===== config.mk =====
export PLATFORM = sky130hd
export DESIGN_NAME = univ_shift_reg_flat
export DESIGN_NICKNAME = d
export VERILOG_FILES = /design/src/rtl/univ_shift_reg_if.sv /design/src/rtl/univ_shift_reg.sv /design/src/flat_wrapper.sv
export SDC_FILE = /design/constraint.sdc
export NUM_CORES = 1
export LEC_CHECK = 0
export ABC_CLOCK_PERIOD_IN_PS = 3450
export CORE_MARGIN = 3
export CORE_UTILIZATION = 51
export DETAILED_ROUTE_END_ITERATION = 10
export PLACE_DENSITY = 0.95
export SYNTH_ARGS = -nofsm -noshare
export SYNTH_HDL_FRONTEND = slang
export SYNTH_SLANG_ARGS = --single-unit

===== constraint.sdc =====
create_clock -name clk -period 3.45 [get_ports clk]
set_clock_uncertainty 0.1 [all_clocks]
set_input_delay 0.345 -clock clk [delete_from_list [all_inputs] [get_ports clk]]
set_output_delay 0.345 -clock clk [all_outputs]
set_load 0.03 [all_outputs]

===== src/rtl/univ_shift_reg_if.sv =====
// univ_shift_reg_if: control, data and status bundle for the universal shift register.
interface univ_shift_reg_if #(
   parameter int WIDTH = 8,
   parameter int CNT_W = 4
);
   logic             en;
   logic [2:0]       mode;
   logic [WIDTH-1:0] d;
   logic             sin_l;
   logic             sin_r;
   logic             start;
   logic [CNT_W-1:0] count;
   logic [WIDTH-1:0] q;
   logic             sout_l;
   logic             sout_r;
   logic             busy;
   logic             done;
   modport master (
      output en, mode, d, sin_l, sin_r, start, count,
      input  q, sout_l, sout_r, busy, done
   );
   modport slave (
      input  en, mode, d, sin_l, sin_r, start, count,
      output q, sout_l, sout_r, busy, done
   );
endinterface


===== src/rtl/univ_shift_reg.sv =====
// univ_shift_reg: universal shift register with direct ops and a counted shift/rotate burst engine.
module univ_shift_reg #(
   parameter int               WIDTH     = 8,
   parameter int               CNT_W     = 4,
   parameter logic [WIDTH-1:0] RESET_VAL = '0
) (
   input logic                clk,
   input logic                reset,
   univ_shift_reg_if.slave    bus
);
   typedef enum logic {S_IDLE, S_RUN} state_t;
   state_t           r_state, w_state_nxt;
   logic [2:0]       r_op;
   logic [CNT_W-1:0] r_rem;
   logic [WIDTH-1:0] r_q;
   logic             r_done;
   logic             w_shift_mode, w_accept, w_apply, w_done_nxt;
   logic [2:0]       w_op;
   logic [WIDTH-1:0] w_q_nxt;

   function automatic logic [WIDTH-1:0] apply_op(input logic [2:0] op, input logic [WIDTH-1:0] v,
                                                 input logic [WIDTH-1:0] ld, input logic sl, input logic sr);
      case (op)
         3'd1:    apply_op = {v[WIDTH-2:0], sr};
         3'd2:    apply_op = {sl, v[WIDTH-1:1]};
         3'd3:    apply_op = {v[WIDTH-2:0], v[WIDTH-1]};
         3'd4:    apply_op = {v[0], v[WIDTH-1:1]};
         3'd5:    apply_op = {v[WIDTH-1], v[WIDTH-1:1]};
         3'd6:    apply_op = ld;
         3'd7:    apply_op = '0;
         default: apply_op = v;
      endcase
   endfunction

   assign w_shift_mode = (bus.mode != 3'd0) && (bus.mode <= 3'd5);
   assign w_accept     = (r_state == S_IDLE) && bus.start && w_shift_mode;

   always_ff @(posedge clk) begin
      if (!reset) r_state <= S_IDLE;
      else        r_state <= w_state_nxt;
   end

   always_comb begin
      w_state_nxt = r_state;
      if (r_state == S_RUN) w_state_nxt = (r_rem == CNT_W'(1)) ? S_IDLE : S_RUN;
      else if (w_accept && bus.count != '0) w_state_nxt = S_RUN;
   end

   // Any start in IDLE, even an ignored one, blocks en for that cycle.
   always_comb begin
      w_apply    = (r_state == S_RUN) || (!bus.start && bus.en);
      w_op       = (r_state == S_RUN) ? r_op : bus.mode;
      w_done_nxt = (r_state == S_RUN) ? (r_rem == CNT_W'(1)) : (w_accept && bus.count == '0);
      w_q_nxt    = w_apply ? apply_op(w_op, r_q, bus.d, bus.sin_l, bus.sin_r) : r_q;
   end

   always_ff @(posedge clk) begin
      if (!reset) begin
         r_q    <= RESET_VAL;
         r_done <= 1'b0;
         r_op   <= 3'd0;
         r_rem  <= '0;
      end else begin
         r_q    <= w_q_nxt;
         r_done <= w_done_nxt;
         if (w_accept) begin
            r_op  <= bus.mode;
            r_rem <= bus.count;
         end else if (r_state == S_RUN) begin
            r_rem <= r_rem - CNT_W'(1);
         end
      end
   end

   assign bus.q      = r_q;
   assign bus.sout_l = r_q[WIDTH-1];
   assign bus.sout_r = r_q[0];
   assign bus.busy   = (r_state == S_RUN);
   assign bus.done   = r_done;
endmodule


===== src/flat_wrapper.sv =====
// flat-port wrapper written by rule: the top's interface ports become plain ports
module univ_shift_reg_flat 
#(
   parameter int               WIDTH     = 8,
   parameter int               CNT_W     = 4,
   parameter logic [WIDTH-1:0] RESET_VAL = '0
)
  (clk, reset, bus_en, bus_mode, bus_d, bus_sin_l, bus_sin_r, bus_start, bus_count, bus_q, bus_sout_l, bus_sout_r, bus_busy, bus_done);
  univ_shift_reg_if #(.WIDTH(WIDTH), .CNT_W(CNT_W)) bus_i ();
  input logic clk;
  input logic reset;
  input wire logic [$bits(bus_i.en)-1:0] bus_en;
  input wire logic [$bits(bus_i.mode)-1:0] bus_mode;
  input wire logic [$bits(bus_i.d)-1:0] bus_d;
  input wire logic [$bits(bus_i.sin_l)-1:0] bus_sin_l;
  input wire logic [$bits(bus_i.sin_r)-1:0] bus_sin_r;
  input wire logic [$bits(bus_i.start)-1:0] bus_start;
  input wire logic [$bits(bus_i.count)-1:0] bus_count;
  output wire logic [$bits(bus_i.q)-1:0] bus_q;
  output wire logic [$bits(bus_i.sout_l)-1:0] bus_sout_l;
  output wire logic [$bits(bus_i.sout_r)-1:0] bus_sout_r;
  output wire logic [$bits(bus_i.busy)-1:0] bus_busy;
  output wire logic [$bits(bus_i.done)-1:0] bus_done;
  assign bus_i.en = bus_en;
  assign bus_i.mode = bus_mode;
  assign bus_i.d = bus_d;
  assign bus_i.sin_l = bus_sin_l;
  assign bus_i.sin_r = bus_sin_r;
  assign bus_i.start = bus_start;
  assign bus_i.count = bus_count;
  assign bus_q = bus_i.q;
  assign bus_sout_l = bus_i.sout_l;
  assign bus_sout_r = bus_i.sout_r;
  assign bus_busy = bus_i.busy;
  assign bus_done = bus_i.done;
  univ_shift_reg #(.WIDTH(WIDTH), .CNT_W(CNT_W), .RESET_VAL(RESET_VAL)) u_core (.clk(clk), .reset(reset), .bus(bus_i));
endmodule

**Cell placement**

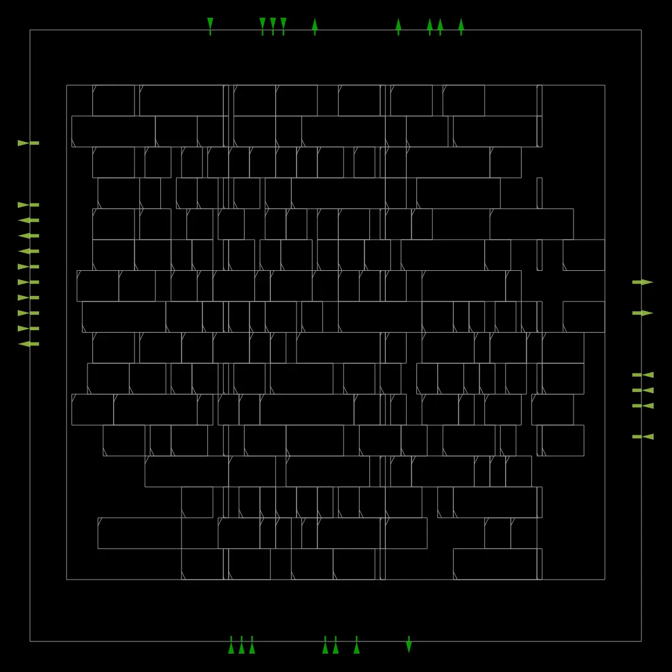
flop count: 17
Non-Filler Instances: 198
Final Util: 0.724

**I/O nets highlighted**

Scale: 4 px per um.
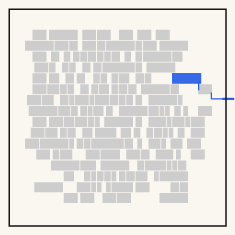
legend:
  blue:
    port: `bus_done`
    bits: 1
    direction: output
    end_cells: 1
    buffers: 1
    wire: 7.10 um

**I/O pins on the die edge**

Scale: 10 px per um. Pins as bars across the die edge, other pins in gray.
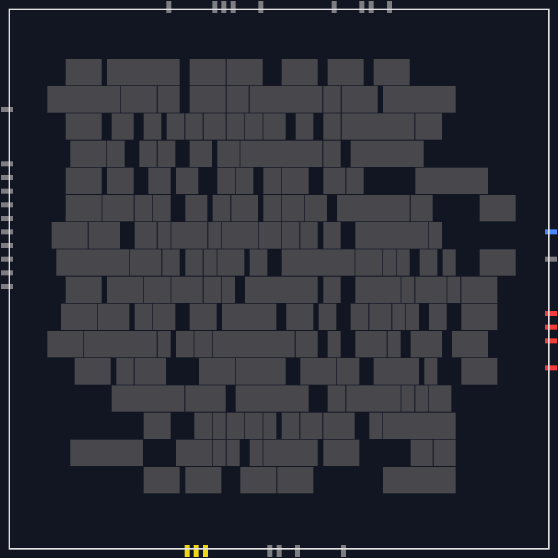
legend:
  red:
    port: `bus_count`
    pins: 4
    direction: input
    edge: east
  yellow:
    port: `bus_mode`
    pins: 3
    direction: input
    edge: south
  blue:
    port: `bus_done`
    pins: 1
    direction: output
    edge: east
all pins by edge: 11 west, 9 north, 7 south, 6 east

==> impl_metrics.ini <==
; physical design summary
[final_layout]
layout_top_cell = clkdlybuf4s50_1
drive_above_1_share = 0.105
clk_share = 0.0184
area_share_nonclk_buffers = 0.220
diodes = 0
syn2layout_area_growth_pct = 28.0
logic_gates = 110
non_clock_buffer_count = 33
seqCellArea_sq_um = 340
fillers = 163
nClkBuffers = 3
design_area_sq_mm = 0.00149
sh_comb_area = 0.494
comb_area_sq_um = 737
num-nonclk-inverters = 7

[setup_path]
timing.rr.end = u_core.bus.q[7]$_SDFFE_PN0P_
crit_path_end = bus_busy
cp_max_fo = 12
worstPathCellList = buf_4 -> clkdlybuf4s50_1
critPathArrivalTime_ps = 1780
path_class = reg -> out
reg2reg_from = u_core.bus.busy$_SDFF_PN0_
critPathSlowestCell = clkdlybuf4s50_1
cp-end-kind = primary output
path_depth = 2
path_delay_family = buffers and inverters
worstSetupStartpointType = flip-flop
ff2ff_setup_slack_ps = 1410

[detailed_routing]
remaining_drc_errors = 0
routed_via_density = 6.34
ant_nets = 0

[hold_path]
hold_path_end = u_core.r_rem[1]$_SDFFE_PN0P_
min_path_cells = 2
worstHoldPathType = reg -> reg
worstHoldStart = u_core.r_rem[1]$_SDFFE_PN0P_

[synthesis]
ys_seq_frac = 0.292
fa_ha_area_frac = 0.0215
yosys_area_sq_mm = 0.00117
synth-edff-count = 0
synth_cell_types = 42
logic_family = AND-OR/OR-AND gates
synthArstFlopShare = 0
ys_sh_mux = 0.0837
synth_top_area_share = 0.292
synthTopCellsByArea = dfxtp_1 29%, o21ai_0 11%, a31oi_1 4.8%
synth_warnings = 0
synthAoiAreaFrac = 0.334
yosys_most_used_dff = dfxtp_1
synth_area_leader_cell = dfxtp_1
xor_area_frac = 0.00751

[final_timing]
period_used_share = 0.644
tightest_slew_ps = 814
finalSetupViolations = 0
fin_crit_ps = 2220
final-hold-violation-count = 0
report.final.slew_viol_count = 0
slew_headroom = 0.442
fin_ws_ps = 1230
hold_slack_ps = 410
timing.fmax_mhz = 450

[power]
p_int_w = 0.000364
combPwrFrac = 0.399
p_sw_w = 0.000221
powerComb_w = 0.000234
top_power_group = sequential cells
irDropWorstVdd_mv = 0.246
p_leak_nw = 0.545
p_seq_w = 0.000240
pwr-share-seq = 0.410
power_density_mw_per_mm2 = 392

[cts]
htreeDepth = 1
clock-sinks = 17
clk_latency_ps = 290
clk_pin_slew_worst_paths_ps = 110
ctsHoldBuffers = 0
root_buffer = clkbuf_4
ctsResizeCount = 0

[die]
chip_area_sq_mm = 0.00290
core_area_sq_mm = 0.00206
rows = 16
io-pin-count = 33
die_h_um = 53.8

[outcome]
status = complete, no violations

[grt]
grt_pass1_vias = 1233
globalRoute.totalOverflow = 0
grt_pass1_wl_mm = 5.33
grt_max_degree = 15

[run]
drv_cap = 0
tool_warnings = 27

[placement]
dpl.hpwl_mm = 2.41
routabilityCongestion = 0.892
place_area_sq_mm = 0.00147
io_buffers = 32
dpl_worst_slack_ps = 1130
## cell usage after synthesis (2+ instances only)
cell / n
nor3_1: 2
inv_1: 7
clkbuf_1: 2
a32oi_1: 3
dfxtp_1: 17
buf_6: 2
nor2_1: 8
buf_2: 2
a31oi_1: 9
o21ai_0: 26
a21oi_1: 10
and3_1: 7
a21boi_0: 3
ha_1: 2
nand3_1: 2
nor2_2: 2
nor2b_1: 2
buf_4: 3
mux2_4: 2
mux2i_1: 2
nand2_1: 9
## layer usage
metal | share of wire | global-route usage | up-vias | wire, um
met5 | 0 | 0 | - | 0
met4 | 0.013 | 0.0979 | 0 | 40
met3 | 0.076 | 0.0582 | 8 | 242
met2 | 0.51 | 0.417 | 61 | 1610
met1 | 0.41 | 0.294 | 602 | 1290
li1 | - | - | 585 | -
No activity file was given, so power comes from the tool's default toggle rates.
